--- config.mk ---
export PLATFORM = sky130hd
export DESIGN_NAME = uart_word_tx
export DESIGN_NICKNAME = d
export VERILOG_FILES = /design/src/rtl/uart_word_tx_pkg.sv /design/src/rtl/uart_word_tx_cycle_counter.sv /design/src/rtl/uart_word_tx.sv
export SDC_FILE = /design/constraint.sdc
export NUM_CORES = 1
export LEC_CHECK = 0
export CELL_PAD_IN_SITES_DETAIL_PLACEMENT = 1
export CELL_PAD_IN_SITES_GLOBAL_PLACEMENT = 1
export CORE_ASPECT_RATIO = 0.6
export CORE_MARGIN = 5
export CORE_UTILIZATION = 39
export DETAILED_ROUTE_END_ITERATION = 8
export PLACE_DENSITY = 0.8
export SLEW_MARGIN = 25
export SYNTH_ARGS = -nofsm -noshare
export SYNTH_HDL_FRONTEND = slang
export SYNTH_HIERARCHICAL = 1
export SYNTH_SLANG_ARGS = --single-unit
--- constraint.sdc ---
create_clock -name clk -period 5.1 [get_ports clk]
set_input_delay 1.02 -clock clk [delete_from_list [all_inputs] [get_ports clk]]
set_output_delay 1.02 -clock clk [all_outputs]
set_load 0.02 [all_outputs]
--- src/rtl/uart_word_tx_pkg.sv ---
// Shared definitions for the two-byte word transmitter: state encodings and default timing.
// The optional ACK timeout in uart_word_tx is enabled by defining WORD_TX_TIMEOUT_EN.
package uart_word_tx_pkg;

    localparam int DEFAULT_GAP_CYCLES     = 48;
    localparam int DEFAULT_TIMEOUT_CYCLES = 1024;

    localparam int STATE_W = 4;

    localparam logic [STATE_W-1:0] ST_IDLE    = 4'd0;
    localparam logic [STATE_W-1:0] ST_SEND_HI = 4'd1;
    localparam logic [STATE_W-1:0] ST_ACK_HI  = 4'd2;
    localparam logic [STATE_W-1:0] ST_FREE_HI = 4'd3;
    localparam logic [STATE_W-1:0] ST_GAP     = 4'd4;
    localparam logic [STATE_W-1:0] ST_SEND_LO = 4'd5;
    localparam logic [STATE_W-1:0] ST_ACK_LO  = 4'd6;
    localparam logic [STATE_W-1:0] ST_FREE_LO = 4'd7;
    localparam logic [STATE_W-1:0] ST_DONE    = 4'd8;

    // High byte travels first; the receiver rebuilds the angle from hi[3:0] and lo.
    typedef struct packed {
        logic [7:0] hi;
        logic [7:0] lo;
    } word_bytes_t;

    function automatic int max_int(input int a, input int b);
        return (a > b) ? a : b;
    endfunction

endpackage

--- src/rtl/uart_word_tx_cycle_counter.sv ---
// Saturating cycle counter with synchronous clear and terminal-count compare,
// shared by the inter-byte gap and the ACK timeout.
module cycle_counter #(
    parameter int WIDTH = 8
) (
    input  logic             clk,
    input  logic             reset,
    input  logic             clear,
    input  logic             enable,
    input  logic [WIDTH-1:0] terminal,
    output logic             at_term
);

    logic [WIDTH-1:0] count_q;
    logic [WIDTH-1:0] count_d;

    always_comb begin
        count_d = count_q;
        if (clear) begin
            count_d = '0;
        end else if (enable && (count_q != {WIDTH{1'b1}})) begin
            count_d = count_q + 1'b1;
        end
    end

    always_ff @(posedge clk) begin
        if (reset) begin
            count_q <= '0;
        end else begin
            count_q <= count_d;
        end
    end

    assign at_term = (count_q == terminal);

endmodule

--- src/rtl/uart_word_tx.sv ---
// Sends a 16-bit word as two bytes (high first) through an attached uart_tx, with an idle gap.
// Define WORD_TX_TIMEOUT_EN to abort a byte whose tx_busy never rises within TIMEOUT_CYCLES.
module uart_word_tx
    import uart_word_tx_pkg::*;
#(
    parameter int GAP_CYCLES     = DEFAULT_GAP_CYCLES,
    parameter int TIMEOUT_CYCLES = DEFAULT_TIMEOUT_CYCLES
) (
    input  logic               clk,
    input  logic               reset,
    input  logic [15:0]        word_in,
    input  logic               word_valid,
    output logic               word_ready,
    output logic               start_tx,
    output logic [7:0]         data_to_tx,
    input  logic               tx_busy,
    output logic               sent,
    output logic               timeout_err,
    output logic               active,
    output logic [STATE_W-1:0] dbg_state
);

    localparam int CNT_W = $clog2(max_int(max_int(GAP_CYCLES, TIMEOUT_CYCLES), 1) + 1);
    localparam logic [CNT_W-1:0] GAP_TERM = CNT_W'(max_int(GAP_CYCLES, 1) - 1);
    localparam logic [CNT_W-1:0] TMO_TERM = CNT_W'(max_int(TIMEOUT_CYCLES, 1) - 1);

    logic [STATE_W-1:0] state_q;
    logic [STATE_W-1:0] state_d;
    word_bytes_t        word_q;
    word_bytes_t        word_d;
    logic [7:0]         data_q;
    logic [7:0]         data_d;

    logic             accept;
    logic             is_ack;
    logic             ack_timeout;
    logic             cnt_clear;
    logic             cnt_en;
    logic [CNT_W-1:0] cnt_term;
    logic             cnt_at_term;

    // Handshake: a word moves when word_valid && word_ready on a rising edge; word_ready
    // is high only in IDLE outside reset, and word_valid is ignored at all other times.
    assign word_ready = (state_q == ST_IDLE) && !reset;
    assign accept     = word_valid && word_ready;
    assign is_ack     = (state_q == ST_ACK_HI) || (state_q == ST_ACK_LO);

`ifdef WORD_TX_TIMEOUT_EN
    assign ack_timeout = is_ack && !tx_busy && cnt_at_term;
`else
    assign ack_timeout = 1'b0;
`endif

    always_comb begin
        state_d = state_q;
        word_d  = word_q;
        data_d  = data_q;
        case (state_q)
            ST_IDLE: begin
                if (accept) begin
                    word_d  = word_in;
                    data_d  = word_in[15:8];
                    state_d = ST_SEND_HI;
                end
            end
            ST_SEND_HI: state_d = ST_ACK_HI;
            ST_ACK_HI: begin
                if (tx_busy) begin
                    state_d = ST_FREE_HI;
                end else if (ack_timeout) begin
                    state_d = ST_IDLE;
                end
            end
            ST_FREE_HI: begin
                if (!tx_busy) begin
                    if (GAP_CYCLES == 0) begin
                        data_d  = word_q.lo;
                        state_d = ST_SEND_LO;
                    end else begin
                        state_d = ST_GAP;
                    end
                end
            end
            ST_GAP: begin
                if (cnt_at_term) begin
                    data_d  = word_q.lo;
                    state_d = ST_SEND_LO;
                end
            end
            ST_SEND_LO: state_d = ST_ACK_LO;
            ST_ACK_LO: begin
                if (tx_busy) begin
                    state_d = ST_FREE_LO;
                end else if (ack_timeout) begin
                    state_d = ST_IDLE;
                end
            end
            ST_FREE_LO: begin
                if (!tx_busy) begin
                    state_d = ST_DONE;
                end
            end
            ST_DONE: state_d = ST_IDLE;
            default: state_d = ST_IDLE;
        endcase
    end

    // Counter restarts from zero on every state change, so GAP and ACK each see a fresh count.
    assign cnt_clear = (state_d != state_q);
    assign cnt_en    = (state_q == ST_GAP) || is_ack;
    assign cnt_term  = (state_q == ST_GAP) ? GAP_TERM : TMO_TERM;

    cycle_counter #(
        .WIDTH (CNT_W)
    ) u_cycle_counter (
        .clk      (clk),
        .reset    (reset),
        .clear    (cnt_clear),
        .enable   (cnt_en),
        .terminal (cnt_term),
        .at_term  (cnt_at_term)
    );

    always_ff @(posedge clk) begin
        if (reset) begin
            state_q <= ST_IDLE;
            word_q  <= '0;
            data_q  <= 8'h00;
        end else begin
            state_q <= state_d;
            word_q  <= word_d;
            data_q  <= data_d;
        end
    end

    assign start_tx    = ((state_q == ST_SEND_HI) || (state_q == ST_SEND_LO)) && !reset;
    assign data_to_tx  = data_q;
    assign sent        = (state_q == ST_DONE) && !reset;
    assign timeout_err = ack_timeout && !reset;
    assign active      = (state_q != ST_IDLE);
    assign dbg_state   = state_q;

endmodule
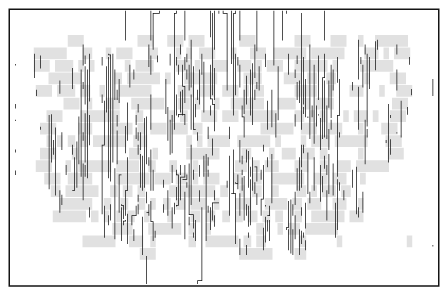
(the metal 2 layer)
The layer carries 1,840 um of wire. The layer holds 44% of the routed length.

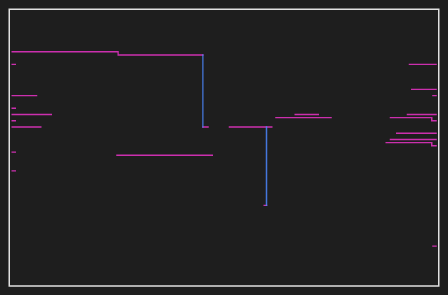
(metal layers overlaid)
Only two layers are drawn.
met3: shown in magenta, wire length 173 um. met4: shown in blue, wire length 32.6 um.

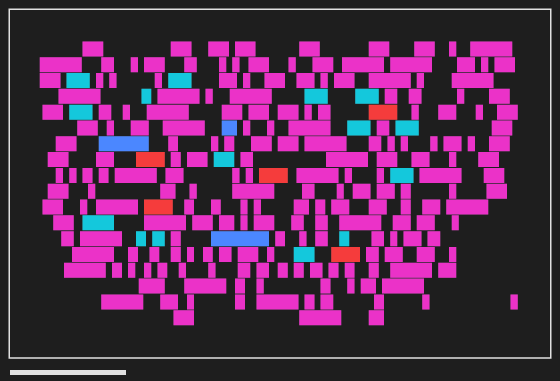
(drive-strength map)
The bar under the picture is 20 um long.
drive 1 or less: shown in magenta, cells 203, share 90%, most used clkdlybuf4s50_1. drive 6 and up: shown in red, cells 5, share 2.2%, most used clkbuf_8. drive 3 to 4: shown in blue, cells 3, share 1.3%. drive 2: shown in cyan, cells 15, share 6.6%, most used mux2_2.

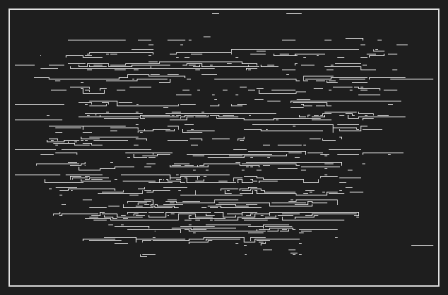
(metal 1)
The layer holds 51% of the routed length. The layer carries 2,140 um of wire.

==> notes.md <==
flow finished, numbers: Top Layout Cells clkdlybuf4s50_1 (35), dfxtp_1 (31), nand2_1 (26), I/O Pins 37, Synth Register Bits 31, CTS buffer count 5, Min-Delay Startpoint word_q[2], ys async rst share 0, placed cells 268, root buffer cell clkbuf_8, Critical Path Fanout Max 14, Overall Power 0.000540 W, crit path cell chain clkdlybuf4s50_1 > or3_1 > nor3_2 > clkdlybuf4s50_1, tool warning count 26, Final ANT Viol Nets 0, Adder Area Share 0.00778, Late-Pin Clk Latency 280 ps, post-CTS setup buffers 0, Die Ht 59.7 um, flop share of the area 0.300, routed length on met1 2140 um, Max clock buf depth 2, pin count of the biggest net entering global routing 19, cell count listed in synth_stat.txt 187, CP required 4080 ps, internal reg-to-reg setup slack 1250 ps, RSZ-0062 raised after global routing false, DR WL met3 172 um, Pre-Repair DR Iteration Count 4, capture point of the worst path word_ready, Syn Area/Cell 8.60 um2, CTS clk-pin slew, worst paths 60 ps, non-clk buf share 0.173, clk tree area frac 0.0405, outcome completed, and+or+nand+nor area frac 0.279, DR DRC count 0, final core occ 0.510, most used logic cell in the final layout clkdlybuf4s50_1, post-cts sizing count 0, Port Buffers 35, YS warnings 6, CP bufs+invs 2, fin nets 246
==> report_power, final <==
group,leakage [nW],switching [W],internal (W)
Sequential,0.253,0.00000992,0.000254
Clock,0.0477,0.0000918,0.0000932
Combinational,0.469,0.0000432,0.0000474
==> Yosys cell counts, types with 2 or more instances <==
master,instances,area share
buf_4,3,0.014
clkbuf_1,2,0.0047
and3_1,5,0.019
a311oi_1,7,0.038
inv_1,3,0.0070
dfxtp_1,31,0.39
nor3_1,7,0.022
nand2_1,26,0.061
or3_1,4,0.016
nor2b_1,8,0.031
conb_1,2,0.0047
nor2_1,19,0.044
xnor2_1,12,0.065
o21ai_0,2,0.0062
nand3_1,9,0.028
o21ai_1,4,0.012
buf_6,3,0.021
mux2_2,8,0.056
a21oi_1,6,0.019
nand4_1,3,0.012
Power is estimated from default activity; no workload was simulated.
